io_fan.png
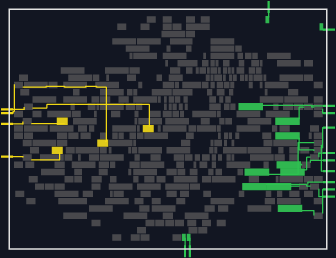
sizes.png
Scale bar: 20 µm.
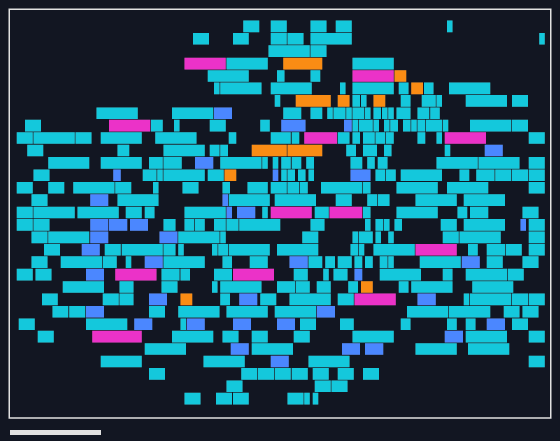
wires.png
Scale bar: 20 µm.
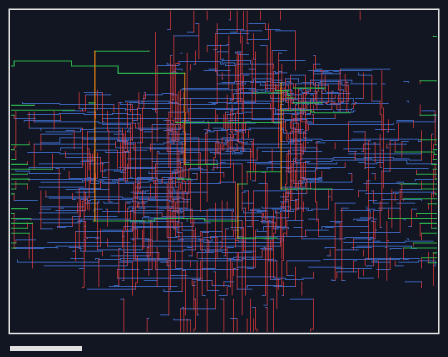
flops_by_reg.png
Scale bar: 20 µm. Other sequential cells in the stronger grey, the rest of the logic in the fainter grey.
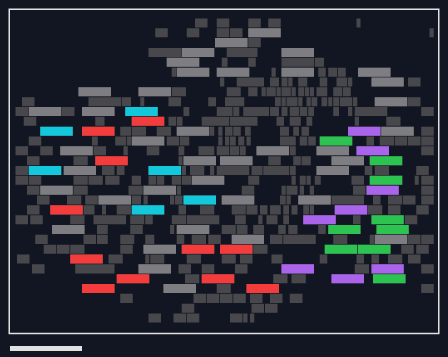
==> config.mk <==
export PLATFORM = sky130hd
export DESIGN_NAME = dram_diag_loader
export DESIGN_NICKNAME = d
export VERILOG_FILES = /design/src/rtl/dram_diag_loader.sv
export SDC_FILE = /design/constraint.sdc
export NUM_CORES = 1
export LEC_CHECK = 0
export CAP_MARGIN = 20
export CORE_ASPECT_RATIO = 0.75
export CORE_MARGIN = 1
export CORE_UTILIZATION = 34
export DETAILED_ROUTE_END_ITERATION = 8
export GPL_ROUTABILITY_DRIVEN = 1
export PLACE_DENSITY = 0.66
export SYNTH_ARGS = -nofsm -noshare
export SYNTH_HDL_FRONTEND = slang
export SYNTH_SLANG_ARGS = --single-unit
==> constraint.sdc <==
create_clock -name clk -period 2.8 [get_ports clk]
set_clock_uncertainty 0.1 [all_clocks]
set_input_delay 0.28 -clock clk [delete_from_list [all_inputs] [get_ports clk]]
set_output_delay 0.28 -clock clk [all_outputs]
set_load 0.03 [all_outputs]
==> qor.yml <==
power_and_ir_drop:
  finalPower_w: 0.00509
  power_density_nw_per_um2: 1100
  peakVddDrop_mv: 0.420
  leakage_nw: 1.96
logic_synthesis:
  top_area_frac: 0.529
  synthCells: 290
  yosys_warnings: 0
  synth_top_cell_by_area: "dfrtp_1"
  synth-edff-count: 0
  yosys-stat-area_um2: 3450
  postSynthAreaPerCell_um2: 11.9
  ys_types: 50
  synth-seq-cells: 73
  syn_area_um2: 3450
  yosys_cells: 290
  ys.flop_type: "dfrtp_1"
  ys_seq_frac: 0.529
  synthArstFlopShare: 1.00
  synth.area.top_cells: "dfrtp_1 (53%), mux2_2 (9.8%), mux2i_1 (4.3%), mux2_1 (2.6%), xnor2_1 (2.0%)"
clock_network:
  clock_path_buffers: 2
  clkTransAtPathRegs_ns: 0.06
  cts_setup_buffers: 0
  clock-sinks: 73
  cts.htree.levels: 3
  numCtsBuffers: 9
  cts_tree: "built"
  cts_root_buf: "clkbuf_16"
  ctsResizeCount: 0
  clock_latency_ns: 0.34
  hold_buffers: 0
timing:
  hold_viol: 0
  maxSlewViolCount: 0
  max-slew-margin-rel: 0.583
  finalClockPeriodUsage: 0.886
  period_needed_ns: 2.48
  setup_viol: 0
  worstMarginPinSlew_ns: 0.626
  hold_ws_ns: 0.227
  fin_setup_tns_ns: 0
  fmax_ghz: 0.403
  rsz0062_at_grt: "false"
finish:
  final_common_cell: "dfrtp_1"
  drive_gt1_frac: 0.167
  layout_top_cells: "dfrtp_1 (73), clkdlybuf4s50_1 (72), mux2_2 (30)"
  nets: 414
  final-instance-count-excl-fill: 504
  utilization: 0.473
  n_fill_cell: 916
  comb_area_um2: 1480
  diodes: 0
die:
  die_w_um: 118
  chipArea_um2: 10600
  core_util_floorplan: 0.353
  core_area_um2: 9770
  num_rows: 31
  die_h_um: 89.3
setup_path:
  critPathBufInv: 1
  worstPathCellList: "or2_1 > nor4_4 > buf_12 > mux2_2 > or4_1 > o211ai_1 > nor2_1"
  critPathTopFamily: "simple AND/OR/NAND/NOR gates"
  reg2reg_depth: 7
  critPathRequiredTime_ns: 2.93
  path_depth: 7
  r2r_slack_ns: 0.32
  critPathMaxFanout: 28
  cp_slowest_stage_delay_ns: 0.52
  cp-start-kind: "flop"
  critPathCaptureType: "flop"
  arrival_ns: 2.61
  crit_type: "flop to flop"
  cp_slowest_cell: "or4_1"
hold_path:
  hold_class: "input port to async pin"
global_route:
  grt_pass1_wl_um: 13300
  grt_pass1_vias: 2537
  antenna_found_initial: 0
  grt_max_degree: 49
  grt_overflow: 0
placement:
  dp_hpwl_um: 6060
  place.gp.congestion: 0.789
  dpl.cell_count: 489
  pre_cts_ws_ns: 0.181
  place_area_um2: 4340
job:
  warning_count: 27
  maxCapViolCount: 0
outcome:
  run_status: "complete, no violations"
route:
  vias_per_cell: 4.88
  drt_pre_antenna_iters: 4
  drc: 0
  ant_nets: 0
  dr.first_iter.drc_count: 106
-- io_fan.png (at the start) --
| colour | port | bits | direction | end cells | buffers | wire |
|---|---|---|---|---|---|---|
| green | ir_data | 13 | output | 13 | 9 | 171 µm |
| yellow | req_jcom | 4 | input | 4 | 4 | 160 µm |
I/O Buffers: 72
num ports: 77

-- sizes.png (at the start) --
| colour | size | cells | share | most used |
|---|---|---|---|---|
| magenta | _6 and larger | 12 | 3.2% | clkbuf_16 |
| cyan | _0 and _1 cells | 310 | 83% | dfrtp_1 |
| orange | _3 and _4 cells | 11 | 3.0% | buf_4 |
| blue | _2 cells | 39 | 10% | mux2_2 |
Non-clock buffers: 81
final worst setup slack: 0.319 ns
Post-Layout Inst Area: 4620 µm²
area delta synth->final: 33.8%

-- wires.png (at the start) --
| colour | layer | wire length |
|---|---|---|
| red | metal 2 | 3,510 µm |
| green | metal 3 | 445 µm |
| orange | metal 4 | 116 µm |
| blue | metal 1 | 4,120 µm |
gr usage total: 0.171
average wire per standard cell: 16.3 µm
Via Count: 2,461
WL final: 8190 µm

-- flops_by_reg.png (at the start) --
| colour | netlist name | sequential cells |
|---|---|---|
| cyan | ebus_out | 6 |
| green | ir_data | 9 |
| red | even_q | 11 |
| purple | addr_q | 8 |
flop share of the area: 0.395
register area: 1830 µm²
Power Sequential: 0.00173 W

-- area by class of cell --
type	count	share of cell area
sequential	73	0.395
clock buffer	11	0.0504
tap	132	0.0358
inverter	15	0.0122
multi-input combinational	188	0.320
timing repair buffer	81	0.176
clock inverter	4	0.00975
-- cells by family (layout without fill, tap and decap cells) --
group | Yosys count | after routing | share of synthesized area
adders and majority gates | 2 | 2 | 0.00725
DFF | 73 | 73 | 0.529
muxes | 53 | 53 | 0.167
AOI/OAI and AO/OA | 46 | 46 | 0.0979
buffers and inverters | 32 | 111 | 0.0453
other | 1 | 4 | 0.00109
xor gates and xnor gates | 12 | 12 | 0.0304
and+or+nand+nor | 71 | 71 | 0.121
-- metal layers --
metal / part of all wire / track usage / vias up
li1: - / - / 1176
met1: 0.50 / 0.234 / 1198
met2: 0.43 / 0.259 / 75
met3: 0.054 / 0.0504 / 12
met4: 0.014 / 0.0641 / 0
met5: 0 / 0 / -
-- power by group --
| part | switching [W] | internal (W) |
|---|---|---|
| clock network | 0.000424 | 0.000680 |
| logic | 0.00126 | 0.00100 |
| registers | 0.000250 | 0.00148 |
-- synthesized netlist by cell type (2+ instances only) --
cell type	n
a41oi_1	2
a221oi_1	3
dfrtp_1	73
clkbuf_1	4
mux2_1	8
or4_1	2
nand2_1	10
nand4b_1	2
or2_1	3
nand2b_1	4
buf_2	5
nand3_1	6
mux2_2	30
a21o_1	2
xor2_1	4
o22ai_1	5
a21oi_1	11
o211ai_1	4
nor3_1	2
ha_1	2
mux2i_1	15
a211oi_1	2
xnor2_1	8
inv_1	12
nor2_1	17
and3_1	2
nand3b_1	2
buf_4	8
inv_2	3
o21ai_1	3
nor4_1	4
o21ai_0	5
nor2b_1	10
No activity file was given, so power comes from the tool's default toggle rates.
